==> src/rtl/fnd_scan_controller.sv <==
// ----------------------------------------------------------------------------
// fnd_scan_controller
//
// Upstream stage of the 4-digit FND decoder. A load request captures a 14-bit
// binary value (clamped to 9999), converts it to four BCD digits with a
// sequential shift-add-3 engine, and publishes the result atomically to a
// display register. A free-running scan divider walks the digit index across
// the shared BCD bus, with optional leading-zero blanking.
//
// Ports:
//   i_clk          system clock, rising edge
//   i_reset        synchronous active-high reset
//   i_value[13:0]  binary value to display (nominally 0..9999)
//   i_load         single-cycle capture/convert request (ignored while busy)
//   i_en           global display enable
//   o_digitSelect  selected digit index, 0 = ones .. 3 = thousands
//   o_bcd[3:0]     BCD value of the selected digit
//   o_en           decoder enable for the selected digit
//   o_busy         conversion in progress
//   o_overflow     last accepted load exceeded 9999 and was clamped
// ----------------------------------------------------------------------------
module fnd_scan_controller #(
    parameter int unsigned CLK_HZ   = 100000000,
    parameter int unsigned SCAN_HZ  = 1000,
    parameter bit          BLANK_LZ = 1'b1
) (
    input  logic        i_clk,
    input  logic        i_reset,
    input  logic [13:0] i_value,
    input  logic        i_load,
    input  logic        i_en,
    output logic [1:0]  o_digitSelect,
    output logic [3:0]  o_bcd,
    output logic        o_en,
    output logic        o_busy,
    output logic        o_overflow
);

    localparam int unsigned DIV      = CLK_HZ / SCAN_HZ;
    localparam int unsigned CNT_W    = (DIV > 1) ? $clog2(DIV) : 1;
    localparam logic [CNT_W-1:0] CNT_LAST = CNT_W'(DIV - 1);
    localparam logic [13:0] MAX_VAL  = 14'd9999;
    localparam logic [3:0]  LAST_SHIFT = 4'd13;

    typedef enum logic [1:0] {
        StIdle,
        StConvert,
        StDone
    } state_e;

    // ------------------------------------------------------------------
    // Registers
    // ------------------------------------------------------------------
    state_e           r_state;
    logic [13:0]      r_operand;
    logic [15:0]      r_bcd;
    logic [3:0]       r_shift_cnt;
    logic [15:0]      r_display;
    logic             r_overflow;
    logic [CNT_W-1:0] r_scan_cnt;
    logic [1:0]       r_digit_sel;

    // ------------------------------------------------------------------
    // Next-state wires
    // ------------------------------------------------------------------
    state_e      w_state_next;
    logic [13:0] w_operand_next;
    logic [15:0] w_bcd_next;
    logic [3:0]  w_shift_cnt_next;
    logic [15:0] w_display_next;
    logic        w_overflow_next;
    logic [14:0] w_bcd_adj;
    logic [3:0]  w_blank;

    // Add-3 correction on the ones, tens and hundreds nibbles. With the
    // operand clamped to 9999 the thousands nibble is at most 4 before every
    // shift, so it never needs correction and its top bit is always shifted
    // out as zero.
    always_comb begin
        w_bcd_adj = r_bcd[14:0];
        for (int k = 0; k < 3; k++) begin
            if (r_bcd[4*k +: 4] >= 4'd5) begin
                w_bcd_adj[4*k +: 4] = r_bcd[4*k +: 4] + 4'd3;
            end
        end
    end

    // ------------------------------------------------------------------
    // Conversion FSM: next state and datapath updates
    // ------------------------------------------------------------------
    always_comb begin
        w_state_next     = r_state;
        w_operand_next   = r_operand;
        w_bcd_next       = r_bcd;
        w_shift_cnt_next = r_shift_cnt;
        w_display_next   = r_display;
        w_overflow_next  = r_overflow;

        unique case (r_state)
            StIdle: begin
                if (i_load) begin
                    if (i_value > MAX_VAL) begin
                        w_operand_next  = MAX_VAL;
                        w_overflow_next = 1'b1;
                    end else begin
                        w_operand_next  = i_value;
                        w_overflow_next = 1'b0;
                    end
                    w_bcd_next       = 16'h0000;
                    w_shift_cnt_next = 4'd0;
                    w_state_next     = StConvert;
                end
            end

            StConvert: begin
                {w_bcd_next, w_operand_next} = {w_bcd_adj, r_operand, 1'b0};
                w_shift_cnt_next             = r_shift_cnt + 4'd1;
                if (r_shift_cnt == LAST_SHIFT) begin
                    w_state_next = StDone;
                end
            end

            StDone: begin
                // Single-cycle publish keeps partial results off the display.
                w_display_next = r_bcd;
                w_state_next   = StIdle;
            end

            default: begin
                w_state_next = StIdle;
            end
        endcase
    end

    always_ff @(posedge i_clk) begin
        if (i_reset) begin
            r_state     <= StIdle;
            r_operand   <= 14'd0;
            r_bcd       <= 16'h0000;
            r_shift_cnt <= 4'd0;
            r_display   <= 16'h0000;
            r_overflow  <= 1'b0;
        end else begin
            r_state     <= w_state_next;
            r_operand   <= w_operand_next;
            r_bcd       <= w_bcd_next;
            r_shift_cnt <= w_shift_cnt_next;
            r_display   <= w_display_next;
            r_overflow  <= w_overflow_next;
        end
    end

    // ------------------------------------------------------------------
    // Scan divider: free-running, independent of i_en and the FSM
    // ------------------------------------------------------------------
    always_ff @(posedge i_clk) begin
        if (i_reset) begin
            r_scan_cnt  <= '0;
            r_digit_sel <= 2'd0;
        end else if (r_scan_cnt == CNT_LAST) begin
            r_scan_cnt  <= '0;
            r_digit_sel <= r_digit_sel + 2'd1;
        end else begin
            r_scan_cnt  <= r_scan_cnt + CNT_W'(1);
        end
    end

    // ------------------------------------------------------------------
    // Leading-zero blanking: digit k is blank when all nibbles >= k are zero
    // ------------------------------------------------------------------
    always_comb begin
        w_blank    = 4'b0000;
        w_blank[1] = BLANK_LZ && (r_display[15:4] == 12'h000);
        w_blank[2] = BLANK_LZ && (r_display[15:8] == 8'h00);
        w_blank[3] = BLANK_LZ && (r_display[15:12] == 4'h0);
    end

    // ------------------------------------------------------------------
    // Outputs
    // ------------------------------------------------------------------
    always_comb begin
        o_bcd = 4'h0;
        unique case (r_digit_sel)
            2'd0:    o_bcd = r_display[3:0];
            2'd1:    o_bcd = r_display[7:4];
            2'd2:    o_bcd = r_display[11:8];
            2'd3:    o_bcd = r_display[15:12];
            default: o_bcd = 4'h0;
        endcase
    end

    assign o_digitSelect = r_digit_sel;
    assign o_en          = i_en & ~w_blank[r_digit_sel];
    assign o_busy        = (r_state != StIdle);
    assign o_overflow    = r_overflow;

endmodule

==> config.mk <==
export PLATFORM = sky130hd
export DESIGN_NAME = fnd_scan_controller
export DESIGN_NICKNAME = d
export VERILOG_FILES = /design/src/rtl/fnd_scan_controller.sv
export SDC_FILE = /design/constraint.sdc
export NUM_CORES = 1
export LEC_CHECK = 0
export CAP_MARGIN = 20
export CELL_PAD_IN_SITES_DETAIL_PLACEMENT = 0
export CELL_PAD_IN_SITES_GLOBAL_PLACEMENT = 1
export CORE_MARGIN = 1.5
export CORE_UTILIZATION = 40
export DETAILED_ROUTE_END_ITERATION = 16
export PLACE_DENSITY = 0.82
export SKIP_LAST_GASP = 1
export SLEW_MARGIN = 20
export SYNTH_ARGS = -nofsm -noshare
export SYNTH_HDL_FRONTEND = slang
export SYNTH_SLANG_ARGS = --single-unit
==> constraint.sdc <==
create_clock -name i_clk -period 2.67 [get_ports i_clk]
set_clock_uncertainty 0.2 [all_clocks]
set_input_delay 0.801 -clock i_clk [delete_from_list [all_inputs] [get_ports i_clk]]
set_output_delay 0.801 -clock i_clk [all_outputs]
set_load 0.01 [all_outputs]
Figure 1. Nets reached from selected ports (run 1).
Scale bar: 20 um.
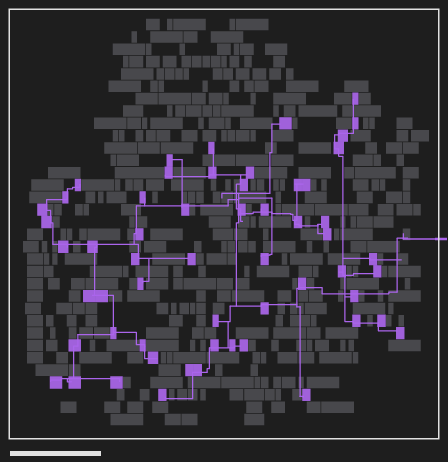
legend:
  i_reset:
    color: purple
    bits: 1
    direction: input
    end_cells: 57
    buffers: 4
    wire: 557 um

Figure 2. Clock network drawn from the DEF (run 1).
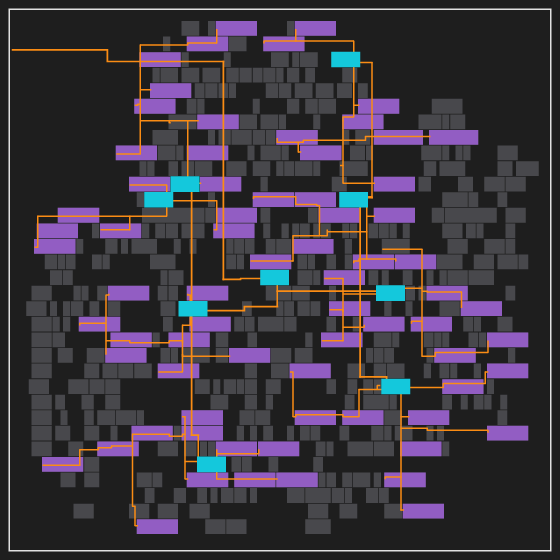
legend:
  clock wires:
    color: orange
    length: 873 um
  flip-flops:
    color: purple
    count: 72
  cells driving clock nets:
    color: cyan
    count: 9
routed clock nets: 10

==> results_dict.tcl, run 1 <==
# place-and-route summary
set metrics [dict create \
    antenna_found_initial 0 \
    gr-usage-met3_pct 3.54 \
    clk-power_uw 911 \
    hold_end "r_bcd[0]" \
    dominant_cells "logic gates" \
    wl_per_cell_um 13.8 \
    worst_pin_slew_ns 0.641 \
    maxSlewViolCount 0 \
    endpoint "o_en" \
    cts.sinks 72 \
    cp_num_cells 3 \
    simple_gate_area_share_pct 23.8 \
    compound_area_share_pct 15.6 \
    p_int_mw 1.70 \
    path_clk_slew_ns 0.07 \
    clock-root-buffer "clkbuf_8" \
    critical_path.startpoint "i_en" \
    clk_share_pct 5.48 \
    cts-htree-levels 3 \
    insertion_delay_ns 0.34 \
    hpwl_mm 5.21 \
    finalInstanceArea_um2 3980 \
    setup_ws_ns 0.0195 \
    wl_met3_um 214 \
    rows 33 \
    finalHoldViolations 0 \
    netlist_instances 400 \
    ys.flops 72 \
    die_width_um 94.3 \
    clkbuf_count 14 \
    fin_util_pct 48.9 \
    dieArea_um2 8900 \
    buffers 39 \
    final_nets 460 \
    min_from "r_operand[13]" \
    finalCritPeriodShare_pct 99.3 \
    ys_chip_area_um2 3340 \
    grtUsageMet2_pct 30.4 \
    fp_util_pct 41.0 \
    layout.filler_cells 784 \
    crit_path_end_kind "output port" \
    ys_types 39 \
    grtUsageTotal_pct 18.6 \
    clk_path_buf_depth 2 \
    status "finished, final reports clean" \
    clock_power_share_pct 41.5 \
    seq_area_um2 1450 \
    ys_cells 400 \
    hold_depth 2 \
    postSynthAreaPerCell_um2 8.34 \
    taps 105 \
    power-top-group "registers" \
    io_buffer_count 26 \
    die_h_um 94.3 \
    floorplan.nets 431 \
    warnings 34 \
    crit_family "buffers and inverters" \
    ys_warn_count 0 \
    lay_top_cells "dfxtp_1 (70), nand2_1 (54), nor2_1 (40)" \
    grt_pass1_wl_mm 13.1 \
    common_cells "dfxtp_1 (72), nand2_1 (54), nor2_1 (40)" \
    arrival_ns 1.65 \
    finalHoldWorstSlack_ns 0.260 \
    io_pins 27 \
    path_buffers 2 \
    reg2reg_depth 5 \
    setup_viol 0 \
    sh_seq_area_pct 36.4 \
    drt_iter0_drc 204 \
    area.growth.synth_to_final_pct 19.1 \
    p_seq_mw 1.12 \
    post_cts_resize_count 21 \
    crit_type "input port to output port" \
    fmax_mhz 377 \
    power_frac_seq_pct 50.9 \
    synth_seq_share_pct 43.2 \
    largest_reg_flops 17 \
    edf_count 0 \
    worst_ep_required_time_ns 1.67 \
    pg_comb_uw 165 \
]
Figure 3. Metal 1 (run 1).
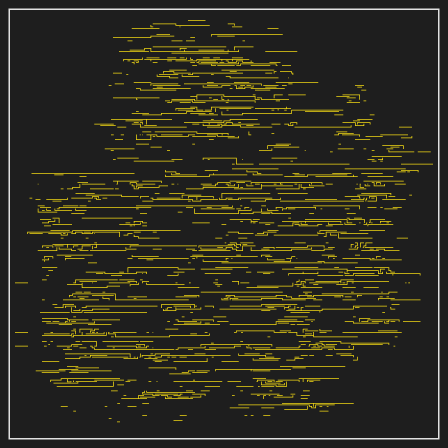
share of all routed wire: 50%
wire length on this layer: 3680 um
nets with wire on the layer: 413
vias: 2887
M1 GR Usage: 23.4%
Routed WL: 7.43 mm

==> run 2, diff against run 1 <==
- GPL_ROUTABILITY_DRIVEN: default -> 0
==> run 2 against run 1 <==
Effect of this change:
- die size unchanged
- maximum frequency unchanged
- critical path depth did not move
- worst setup slack unchanged
- cell count unchanged
- sequential cell count unchanged
- synthesized cell count unchanged
- clock power hardly changed
- area after synthesis stayed put
- first-iteration DRC count unchanged
- via count did not move
- largest cell class unchanged
==> results_dict.tcl, run 2 <==
# place-and-route summary
set metrics [dict create \
    rows 33 \
    finalHoldViolations 0 \
    grtUsageTotal_pct 18.6 \
    lay_top_cells "dfxtp_1 (70), nand2_1 (54), nor2_1 (40)" \
    grt_pass1_wl_mm 13.1 \
    maxSlewViolCount 0 \
    finalInstanceArea_um2 3980 \
    status "finished, final reports clean" \
    insertedDiodeCount 0 \
    postSynthAreaPerCell_um2 8.34 \
    crit_type "input port to output port" \
    setup_viol 0 \
    largest_reg_flops 17 \
    ys_sh_mux_pct 3.07 \
    fp_util_pct 41.0 \
    setup_ws_ns 0.0195 \
    warnings 34 \
    arrival_ns 1.65 \
    p_seq_mw 1.12 \
    path_buffers 2 \
    common_cells "dfxtp_1 (72), nand2_1 (54), nor2_1 (40)" \
    worst_ep_required_time_ns 1.67 \
    gr-usage-met3_pct 3.54 \
    hold_end "r_bcd[0]" \
    hold_depth 2 \
    p_int_mw 1.70 \
    ys_warn_count 0 \
    grtUsageMet2_pct 30.4 \
    seq_area_um2 1450 \
    drv_cap 0 \
    finalCritPeriodShare_pct 99.3 \
    synth_top_cell_by_area "dfxtp_1" \
    clk-power_uw 911 \
    wl_met3_um 214 \
    antenna_found_initial 0 \
    netlist_instances 400 \
    crit_path_end_kind "output port" \
    hpwl_mm 5.21 \
    die_h_um 94.3 \
    cts.sinks 72 \
    critical_path.startpoint "i_en" \
    sh_seq_area_pct 36.4 \
    fin_util_pct 48.9 \
    clock-root-buffer "clkbuf_8" \
    cp_slowest_cell "clkdlybuf4s50_1" \
    clk_path_buf_depth 2 \
    drt_iter0_drc 204 \
    logic_area_um2 1780 \
    wl_per_cell_um 13.8 \
    simple_gate_area_share_pct 23.8 \
    cts-htree-levels 3 \
    ys_cells 400 \
    edf_count 0 \
    power-top-group "registers" \
    reg2reg_depth 5 \
    clk_share_pct 5.48 \
    cp_num_cells 3 \
    largest-register "r_scan_cnt" \
    grt_util_met1_pct 23.4 \
    ys_chip_area_um2 3340 \
    clkbuf_count 14 \
    grt_max_degree 22 \
    pg_comb_uw 165 \
    dominant_cells "logic gates" \
    dieArea_um2 8900 \
    buffers 39 \
    compound_area_share_pct 15.6 \
    die_width_um 94.3 \
    ys_types 39 \
    layout.filler_cells 784 \
    area.growth.synth_to_final_pct 19.1 \
    cts_setup_buffers 1 \
    power_frac_seq_pct 50.9 \
    crit_family "buffers and inverters" \
    finalHoldWorstSlack_ns 0.260 \
    path_clk_slew_ns 0.07 \
    synth_seq_share_pct 43.2 \
    vias 2887 \
    fmax_mhz 377 \
    endpoint "o_en" \
    taps 105 \
    core_region_area_um2 8130 \
    ys.flops 72 \
    min_from "r_operand[13]" \
    worst_pin_slew_ns 0.641 \
]
Figure 4. Clock network drawn from the DEF (run 2).
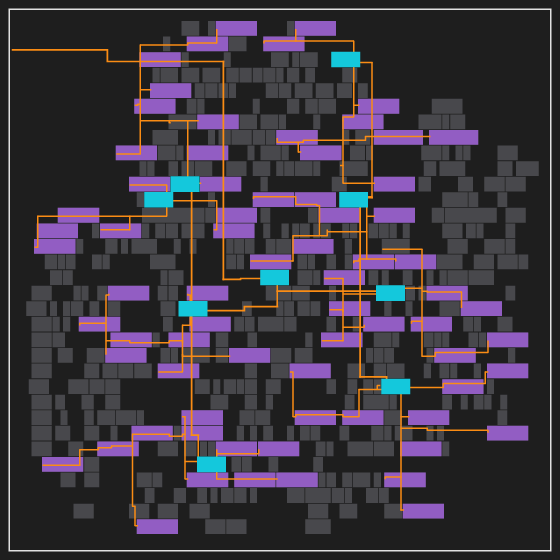
legend:
  flip-flops:
    color: purple
    count: 72
  clock wires:
    color: orange
    length: 873 um
  cells driving clock nets:
    color: cyan
    count: 9
routed clock nets: 10
clk_lat worst skew: 0.34 ns
Clk pwr share: 41.5%

Figure 5. Nets reached from selected ports (run 2).
Scale bar: 20 um.
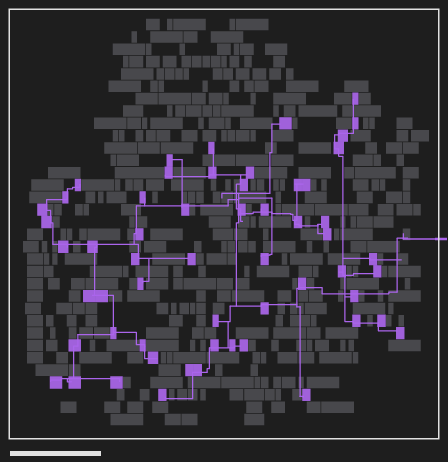
legend:
  i_reset:
    color: purple
    bits: 1
    direction: input
    end_cells: 57
    buffers: 4
    wire: 557 um
IO buf count: 26
io pins: 27

==> run 3, diff against run 2 <==
- CORE_UTILIZATION: 40 -> 30
- PLACE_DENSITY: 0.82 -> 0.67
==> run 3 against run 2 <==
Effect of this change:
- maximum frequency hardly changed
- routed wire length is 5.1% higher
- critical path depth is 3 higher
- synthesized cell count stayed put
- cell count is 7.8% higher
- worst setup slack worse by 0.0011 ns
- non-clock buffer count is 7 higher
- count of clock-buffer cells in the layout is 4 lower
- sequential power hardly changed
==> results_dict.tcl, run 3 <==
# place-and-route summary
set metrics [dict create \
    status "finished, final reports clean" \
    ys_cells 400 \
    edf_count 0 \
    cp_num_cells 6 \
    clkbuf_count 10 \
    core_region_area_um2 10800 \
    ys_types 39 \
    cp_slowest_cell "dfxtp_4" \
    grt_util_met1_pct 20.4 \
    fmax_mhz 377 \
    dominant_cells "logic gates" \
    largest_reg_flops 17 \
    io_pins 27 \
    clk_share_pct 5.91 \
    grtUsageMet2_pct 20.8 \
    finalInstanceArea_um2 4130 \
    compound_area_share_pct 15.6 \
    io_buffer_count 26 \
    p_seq_mw 1.12 \
    post_cts_resize_count 22 \
    finalCritPeriodShare_pct 99.3 \
    vias 2921 \
    critical_path.startpoint "o_digitSelect[0]" \
    cts-htree-levels 3 \
    setup_ws_ns 0.0184 \
    clock_power_share_pct 45.2 \
    fin_cells 581 \
    hold_depth 2 \
    antenna_found_initial 0 \
    dieArea_um2 11800 \
    cts.sinks 72 \
    warnings 35 \
    finalHoldWorstSlack_ns 0.265 \
    min_from "r_display[3]" \
    ys_warn_count 0 \
    area.growth.synth_to_final_pct 23.7 \
    rows 38 \
    fp_util_pct 30.8 \
    path_clk_slew_ns 0.09 \
    drt_iter0_drc 138 \
    hpwl_mm 5.53 \
    lay_top_cells "dfxtp_1 (70), nand2_1 (54), nor2_1 (40)" \
    setup_viol 0 \
    path_buffers 3 \
    die_h_um 108 \
    arrival_ns 1.65 \
    worst_ep_required_time_ns 1.67 \
    ys_sh_mux_pct 3.07 \
    die_width_um 108 \
    drt-total-wl_mm 7.81 \
    ys_chip_area_um2 3340 \
    grt_max_degree 27 \
    ys.flops 72 \
    finalHoldViolations 0 \
    grt_pass1_wl_mm 13.2 \
    clock-root-buffer "clkbuf_8" \
    sh_seq_area_pct 35.0 \
    fin_util_pct 38.1 \
    maxSlewViolCount 0 \
    floorplan.nets 431 \
    power_frac_seq_pct 47.6 \
    simple_gate_area_share_pct 23.8 \
    insertion_delay_ns 0.35 \
    taps 140 \
    clk-power_mw 1.06 \
    buffers 46 \
    reg2reg_depth 5 \
    clk_path_buf_depth 2 \
    logic_area_um2 1810 \
    endpoint "o_bcd[0]" \
    synth_seq_share_pct 43.2 \
    final_nets 467 \
    wl_per_cell_um 13.4 \
    crit_family "flip-flops" \
    power-top-group "registers" \
    insertedDiodeCount 0 \
    postSynthAreaPerCell_um2 8.34 \
    seq_area_um2 1450 \
    leakagePower_nw 1.44 \
    common_cells "dfxtp_1 (72), nand2_1 (54), nor2_1 (40)" \
    crit_path_end_kind "output port" \
    layout.filler_cells 1118 \
    synth_top_cell_by_area "dfxtp_1" \
]
Figure 6. Track usage over the die (run 3).
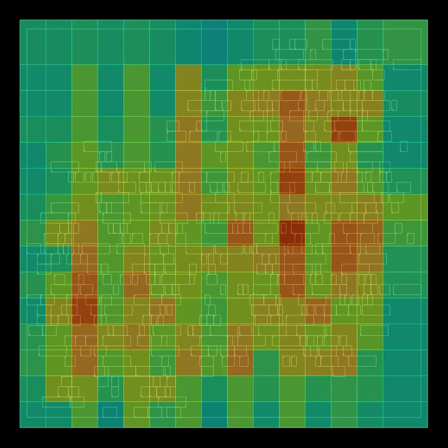
met3 Use GR: 2.77%
GRT Overall Usage: 14.2%

Figure 7. Nets reached from selected ports (run 3).
Scale bar: 20 um.
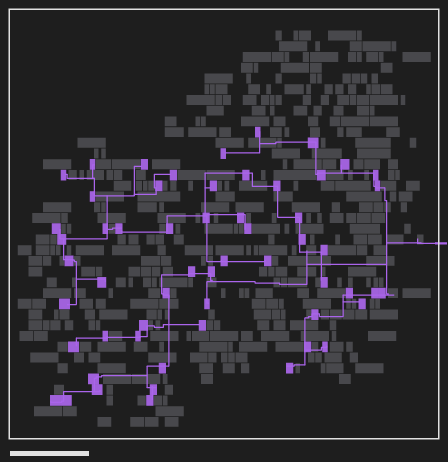
legend:
  i_reset:
    color: purple
    bits: 1
    direction: input
    end_cells: 57
    buffers: 4
    wire: 596 um


==> screenshots <==
Where the registers sit.
Other sequential cells in the stronger gray, the rest of the logic in the fainter gray.
image #1
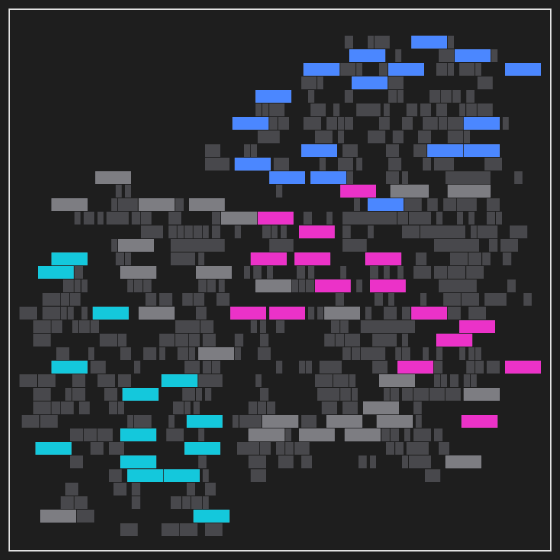
image #2
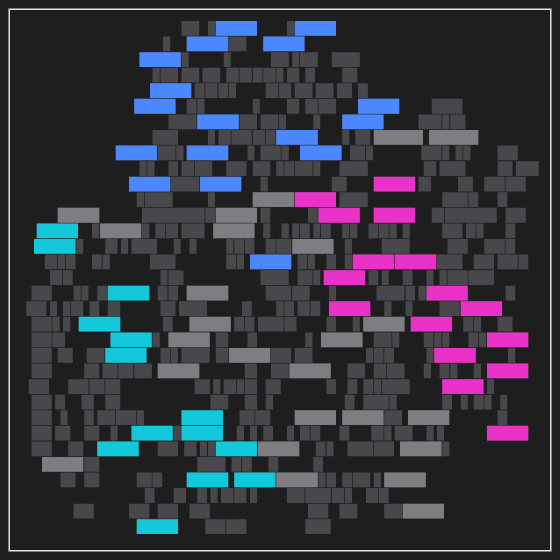
Run 2 is image #2.
Run 3 is image #1.

Power and IR drop assume default switching activity.
